==> run_1/clocks.png <==
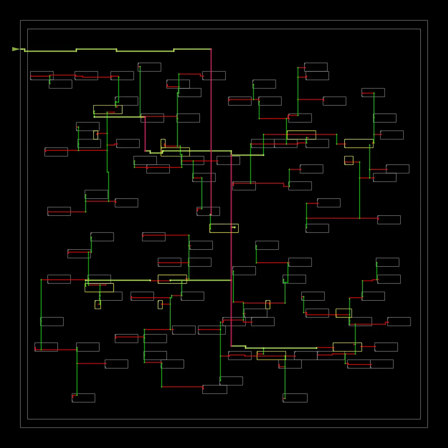
==> run_1/layer_met2.png <==
The bar under the picture is 50 um long.
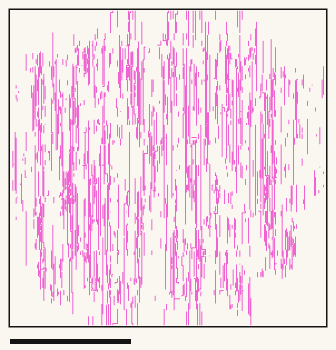
==> run_1/layer_met3.png <==
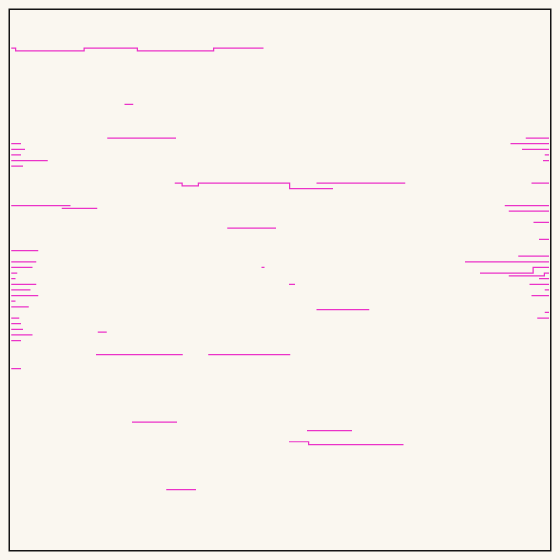
==> config.mk <==
export PLATFORM = sky130hd
export DESIGN_NAME = vis_serialiser
export DESIGN_NICKNAME = d
export VERILOG_FILES = /design/src/rtl/vis_pkg.sv /design/src/rtl/vis_serialiser.sv
export SDC_FILE = /design/constraint.sdc
export NUM_CORES = 1
export LEC_CHECK = 0
export CAP_MARGIN = 20
export CELL_PAD_IN_SITES_DETAIL_PLACEMENT = 0
export CELL_PAD_IN_SITES_GLOBAL_PLACEMENT = 2
export CORE_MARGIN = 2
export CORE_UTILIZATION = 32
export DETAILED_ROUTE_END_ITERATION = 7
export PLACE_DENSITY_LB_ADDON = 0.1
export SETUP_SLACK_MARGIN = 0.4
export SLEW_MARGIN = 10
export SYNTH_ARGS = -nofsm -noshare
export SYNTH_HDL_FRONTEND = slang
export SYNTH_SLANG_ARGS = --single-unit
==> constraint.sdc <==
create_clock -name bus_clock -period 2.2 [get_ports bus_clock]
set_input_delay 0.22 -clock bus_clock [delete_from_list [all_inputs] [get_ports bus_clock]]
set_output_delay 0.22 -clock bus_clock [all_outputs]
set_load 0.03 [all_outputs]
==> ci_impl_report.md, run 1 <==
### Yosys + OpenROAD results

| Metric | Value |
|---|---|
| Tap cells | around 220 |
| Synth warnings | 0 |
| Largest delay share family, worst path | simple AND/OR/NAND/NOR gates |
| Hold slack | approximately 0.35 ns |
| Post-synth top cells | o211ai_1, dfxtp_1, nand2_1, mux2i_1, o21ai_1 |
| Sequential Area | ~1800 sq um |
| Min-delay worst type | in2reg |
| Synthesized area per cell | about 8.5 sq um |
| Count of non-CTS buffers in the layout | ~110 |
| Synth Seq Share | between 30% and 40% |
| DP Wirelength | roughly 9700 um |
| CTS tree | yes |
| Num CTS Buffers | 9 |
| Crit-path max FO | 5 |
| Longest Clk Path Bufs | 2 |
| Largest stage delay, worst path | about 0.35 ns |
| Clock transition at path regs | about 0.06 ns |
| Synth-to-layout area growth | 28.7% |
| Sequential share of cell area | around 28% |
| Non-Filler Instances | between 800 and 900 |
| Cell count after synthesis | 606 |
| Combinational share of cell area | between 40% and 50% |
| Ant diodes | 0 |
| Clk cell area share | 4.04% |
| RSZ-0062 raised after global routing | yes |
| WP buf/inv | 2 |
| Gr ovfl total | 0 |
| Final instance area | ~6600 sq um |
| Routed met3 length | 482 um |
| CLK BUF | 14 |
| Core Util, Final | a little over two fifths |
| Antenna-violating nets left | 0 |
| Pwr Density | around 590 nW/um^2 |
| Max FFs per register | 64 |
| Total of max-cap violations | 0 |
| Total setup buffers inserted after CTS | 0 |
| Total design power | 3.86 mW |
| Setup TNS | 0 ns |
| Crit Path Category | reg2reg |
| First-pass GRT wire length | approximately 24000 um |
| WL/cell | between 15 and 20 um |
| Synth top area share | 35.5% |
| Yosys cell count | approximately 600 |
| Non-clock buffer share | a little under a fifth |
| Peak VDD IR | about 0.34 mV |
| Leakage | ~2.7 nW |
| Relative slew slack | between 60 and 70% |
| Unique cell types | roughly 42 |
| Pre-CTS worst setup slack | about 0.31 ns |
| Drc violations | 0 |
| Met1 Routed Length | between 7000 and 8000 um |
| Tool warnings | 28 |
| Vias in the first global route | about 4.5k |
| Worst slew pin tran | between 0.5 and 0.6 ns |
| Die W | about 130 um |
| PostCTS Resize Cnt | 3 |
| Setup crit end kind | flip-flop |
| R2R setup slack | 0.44 ns |
| Vias/cell | roughly 5.4 |
| Cell count of the worst reg-to-reg path | 8 |
| Final Hold Vio Count | 0 |
| Final Critical Period | between 1.5 and 2 ns |
| Row cnt | 46 |
| Nets | a little over 700 |
| I/O pin cnt | roughly 80 |
| Final period utilization | 79.9% |
| Largest cells by area | dfxtp_1, o211ai_1, mux2i_1, nand2_1, o21ai_1 |
| Status | completed |
| Slowest-stage cell, CP | dfxtp_4 |
| Placed Cells | between 800 and 900 |
| Required time worst endpoint | between 2 and 2.5 ns |
| DIE AREA | roughly 17000 sq um |
| Core ar. | ~16000 sq um |
| CP arrival | 2.04 ns |
| Number of multi-input logic gates | roughly 440 |
| CP dominant cell by count | ha_2 |
| FMAX | ~0.57 GHz |
| Post-Route Skew | a little under 0.007 ns |
| Die Height | around 130 um |
| Sink Count | 91 |
| Count of library flops with an enable pin | 0 |
| Uppermost layer routed | met4 |
| Pins Over Slew Limit | 0 |
| Logic area | roughly 3000 sq um |
| Largest net degree at the start of global routing | approximately 85 |
| FILL cells | between 1.5k and 2k |
| Signal inverters | 3 |
| Worst hold path depth | 3 |
| Cell Area, Placed | 6070 sq um |
| Met2 WL | around 7600 um |
| DRT iter0 DRCs | ~320 |
| CP cell instances | ha_2 > ha_2 > nand2_2 > a41oi_4 > or2_4 > buf_12 > clkbuf_16 > o21ai_2 |
| Port Buf Inserts | a little under 80 |
| Fp util | about 33% |
| Area leader, netlist | dfxtp_1 |
| Dominant flop cell | dfxtp_1 |
| Syn Nets | 679 |
| Yosys chip area | around 5000 sq um |
| Layout cells sized above 1 | 10.5% |
| Pre-antenna DRT Iters | 4 |
| GP Congestion | roughly 0.72 |
| Startpoint Class | flip-flop |
| Fraction of registers with async set/reset | 0% |
| Hold_buf cts | 0 |
| Synthesized area | between 5000 and 6000 sq um |
| Final setup margin | 0.442 ns |
| Count of final setup violators | 0 |
| Levels on crit path | 8 |
| Largest cell class by area | logic gates |
| Yosys top cell by instances | o211ai_1 |
| Root Buffer | clkbuf_16 |
| H-tree Lvls | 3 |
| GR Util All Layers | 18.2% |
| Initial antenna violation count | 0 |
| Ys flops | 91 |
Back to the opening pictures, clocks.png:
Late-Pin Clk Latency: 0.35 ns
Flops: 91

Back to the opening pictures, layer_met2.png:
- wire length on this layer: 7600 um
- main direction: vertical
- longest straight run: 58.5 um
- nets with wire on the layer: 582
global routing usage on met2: 30.6%
Vias: 4723

Back to the opening pictures, layer_met3.png:
- share of all routed wire: 3.1%
- nets with wire on the layer: 52
- main direction: horizontal
- longest straight run: 22.8 um
GR Util met3: 4.03%
DRT Wirelength: 15900 um

==> run 1: cell usage in the layout, fill, tap and decap left out, types with 4 or more instances in the layout <==
cell type / count
a21oi_1: 16
buf_12: 11
buf_4: 8
buf_6: 4
clkbuf_1: 4
clkbuf_16: 13
clkdlybuf4s50_1: 78
dfxtp_1: 87
mux2i_1: 65
nand2_1: 83
nand3_1: 4
nand3b_1: 8
nand4_1: 11
nor2_1: 15
nor3b_1: 5
o211ai_1: 121
o21ai_0: 15
o21ai_1: 50
o21ai_2: 14
==> run 1: worst reg2reg max path, delay by kind of cell, from the launching register on <==
family	cells	cell delay, ns
adders and majority gates	2	0.37
DFF	1	0.35
buffers and inverters	2	0.31
AOI/OAI and AO/OA	2	0.28
and+or+nand+nor	2	0.39
==> run 1: logic make-up (layout without fill, tap and decap cells) <==
| kind of cell | Yosys count | in the layout | share of synthesized area (%) |
|---|---|---|---|
| and+or+nand+nor | 145 | 145 | 13.9 |
| muxes | 65 | 65 | 12.7 |
| buffers and inverters | 72 | 125 | 7.05 |
| other | 1 | 1 | 0.0731 |
| AOI/OAI and AO/OA | 225 | 225 | 29.3 |
| xor gates and xnor gates | 3 | 3 | 0.512 |
| adders and majority gates | 4 | 4 | 0.976 |
| DFF | 91 | 91 | 35.5 |
==> run 1: where the power goes <==
group	switching [mW]	internal (mW)
registers	0.0450	1.70
clock network	0.657	0.798
logic	0.337	0.327
total	1.04	2.83
==> run 1: metal layers <==
metal | up-vias | GRT usage [%]
met3 | 8 | 4.03
met1 | 2276 | 24.2
met2 | 72 | 30.6
li1 | 2367 | -
met5 | - | 0
met4 | 0 | 3.75
==> run_1/wires.png <==
The bar under the picture is 50 um long. Only two layers are drawn.
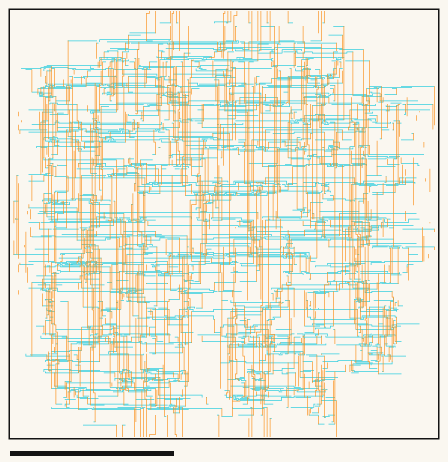

## Run 2: what changed since run 1
==> constraint.sdc (replaced) <==
create_clock -name bus_clock -period 1.75 [get_ports bus_clock]
set_input_delay 0.175 -clock bus_clock [delete_from_list [all_inputs] [get_ports bus_clock]]
set_output_delay 0.175 -clock bus_clock [all_outputs]
set_load 0.03 [all_outputs]
==> run_2/wires.png <==
The bar under the picture is 50 um long. Only two layers are drawn.
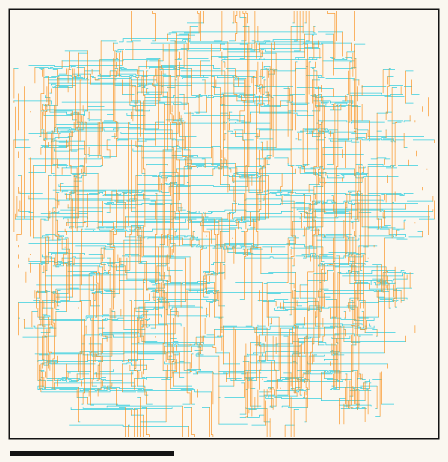
- metal 2: orange (wire length 7740 um)
- metal 1: cyan (wire length 7320 um)
WL/cell: 17.7 um
GR Util All Layers: 19.1%

==> run_2/layer_met2.png <==
The bar under the picture is 50 um long.
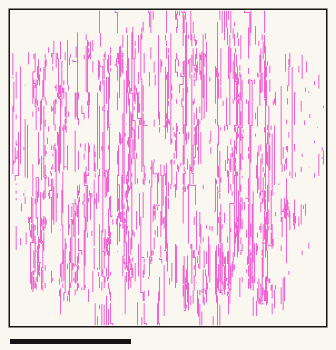
global routing usage on met2: 32.2%
DRT Wirelength: 15800 um
Vias: 4779

==> run_2/power_grid.png <==
The bar under the picture is 50 um long. Pins as bars on the die edge.
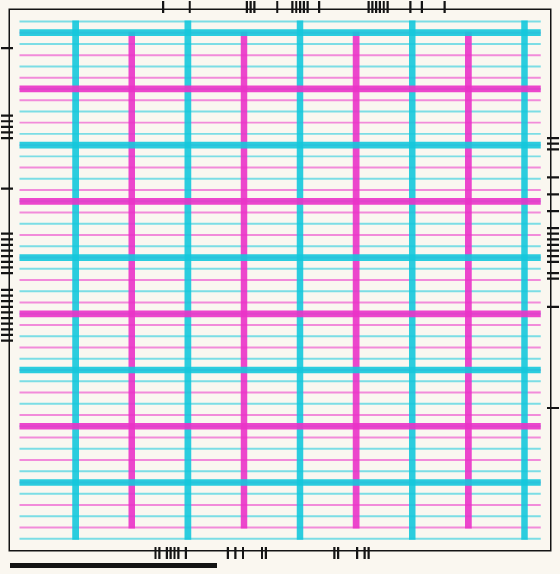
- VDD: magenta
- VSS: cyan
- signal pins: 80
- met5 straps: 9
- rows: 46
- met1 rails: 47
- met4 straps: 9
Die W: 131 um
Core ar.: 15800 sq um
Peak VDD IR: 0.448 mV
Die Height: 131 um

==> ci_impl_report.md, run 2 <==
### Yosys + OpenROAD results

| Metric | Value |
|---|---|
| Synth Seq Share | between 30% and 40% |
| Final period utilization | 90.3% |
| Hold_buf cts | 0 |
| Crit-path max FO | 20 |
| Leakage | 2.87 nW |
| Pwr Density | between 700 and 800 nW/um^2 |
| Ys flops | a little over 90 |
| Synth warnings | 0 |
| Initial antenna violation count | 0 |
| Yosys cell count | 606 |
| Nets | roughly 740 |
| Cell count after synthesis | 606 |
| Final setup margin | 0.170 ns |
| Area leader, netlist | dfxtp_1 |
| Row cnt | 46 |
| DP Wirelength | ~10000 um |
| Synth-to-layout area growth | 34.8% |
| Final Critical Period | 1.58 ns |
| MUX area fraction | approximately an eighth |
| Pre-CTS worst setup slack | -0.0702 ns |
| Sink Count | 91 |
| Total of max-cap violations | 0 |
| CP arrival | between 1.5 and 2 ns |
| Total setup buffers inserted after CTS | 13 |
| Ant diodes | 0 |
| Status | completed |
| Largest net degree at the start of global routing | ~70 |
| Clock transition at path regs | ~0.07 ns |
| Drc violations | 0 |
| CTS tree | yes |
| Num CTS Buffers | 9 |
| Final Hold Vio Count | 0 |
| Crit Path Category | reg2reg |
| Setup crit end kind | flip-flop |
| Gr ovfl total | 0 |
| Required time worst endpoint | about 2 ns |
| Compound Share, Synth | just under 30% |
| Count of library flops with an enable pin | 0 |
| Min-delay worst type | in2reg |
| Layout cells sized above 1 | 15.4% |
| Cell Area, Placed | 6220 sq um |
| XOR Share, Synth | 0.512% |
| Antenna-violating nets left | 0 |
| Count of final setup violators | 0 |
| Fp util | 32.5% |
| Longest Clk Path Bufs | 2 |
| Synth top area share | between 30% and 40% |
| Port Buf Inserts | between 70 and 80 |
| FMAX | 0.633 GHz |
| RSZ-0062 raised after global routing | yes |
| First-pass GRT wire length | about 25000 um |
| Vias in the first global route | ~4.7k |
| DIE AREA | roughly 17000 sq um |
| R2R setup slack | 0.17 ns |
| Worst hold path depth | 3 |
| Most instantiated logic cell after routing | o211ai_1 |
| Root Buffer | clkbuf_16 |
| Top Layout Cells | o211ai_1, dfxtp_1, nand2_1 |
| Post-Route Skew | 0.00640 ns |
| Yosys top cell by instances | o211ai_1 |
| Yosys chip area | between 5000 and 6000 sq um |
| Final instance area | ~6900 sq um |
| H-tree Lvls | 3 |
| I/O pin cnt | around 80 |
| Startpoint Class | flip-flop |
| Syn Nets | 679 |
| Post-synth top cells | o211ai_1, dfxtp_1, nand2_1, mux2i_1, o21ai_1 |
| Pre-antenna DRT Iters | 5 |
| Fraction of registers with async set/reset | 0% |
| Largest non-sequential cell family by area | AND-OR/OR-AND gates |
| Synth Area in Simple Gates | 13.9% |
| Synthesized area per cell | about 8.5 sq um |
| Dominant flop cell | dfxtp_1 |
| Cell count of the worst reg-to-reg path | 7 |
| GP Congestion | approximately 0.74 |
| PostCTS Resize Cnt | 36 |
| Synthesized area | 5130 sq um |
| Max FFs per register | around 64 |
| Total design power | about 5.3 mW |
| Vias/cell | ~5.4 |
| Unique cell types | approximately 42 |
| Late-Pin Clk Latency | roughly 0.35 ns |
| Largest cells by area | dfxtp_1, o211ai_1, mux2i_1, nand2_1, o21ai_1 |
| Adder Area Share | less than 1% |
| DRT iter0 DRCs | around 260 |
[run 2: netlist changes by cell type in the layout (fill, tap and decap cells not counted), moves of 4 or more]
cell and delta:
buf_4 +14, clkbuf_1 -4, dlygate4sd2_1 +9, clkdlybuf4s50_1 -11, buf_6 +5
[run 2: cell families after synthesis]
group,after synthesis
mux,65
buf+inv,72
simple gates,145
compound gates,225
flops,91
other cells,1
fa+ha+maj,4
xor+xnor,3
[run 2: metrics by stage]
step                std cells  hold WS (ns)  setup TNS, ns  utilization, %
floorplan                 606         0.311              0               -
global placement          859         0.445          -1.04            39.4
detailed placement        859         0.451          -2.26            39.4
CTS                       890         0.171              0            43.2
global route              892         0.199              0            43.9
finish                    892         0.182              0            43.9
[run 2: cell type report]
cell class	instances	area, sq um
multi-input combinational	443	3100
timing repair buffer	123	1340
fill	1578	8850
tap	216	270
inverter	3	11.3
sequential	91	1840
clock inverter	6	113
clock buffer	10	239
[run 2: report_power, final]
| part | internal, mW | leakage [nW] | switching (mW) |
|---|---|---|---|
| clock | 1.43 | 0.161 | 0.862 |
| combinational | 0.396 | 1.97 | 0.423 |
| sequential | 2.13 | 0.742 | 0.0488 |
| total | 3.97 | 2.87 | 1.33 |
[run 2: critical path, cell delays in order, from the launching register on]
cell,delay (ns)
dfxtp_4,0.35
ha_4,0.16
ha_4,0.16
nand2_4,0.06
a41oi_4,0.10
or2_4,0.35
buf_12,0.18
o21ai_0,0.14
[run 2: per-layer routing]
metal | up-vias | GRT usage, % | routed length [um]
met2 | 75 | 32.2 | 7740
met1 | 2298 | 25.0 | 7320
met5 | - | 0 | 0
met4 | 0 | 5.07 | 208
met3 | 17 | 3.99 | 519
li1 | 2389 | - | -
Power is estimated from default activity; no workload was simulated.
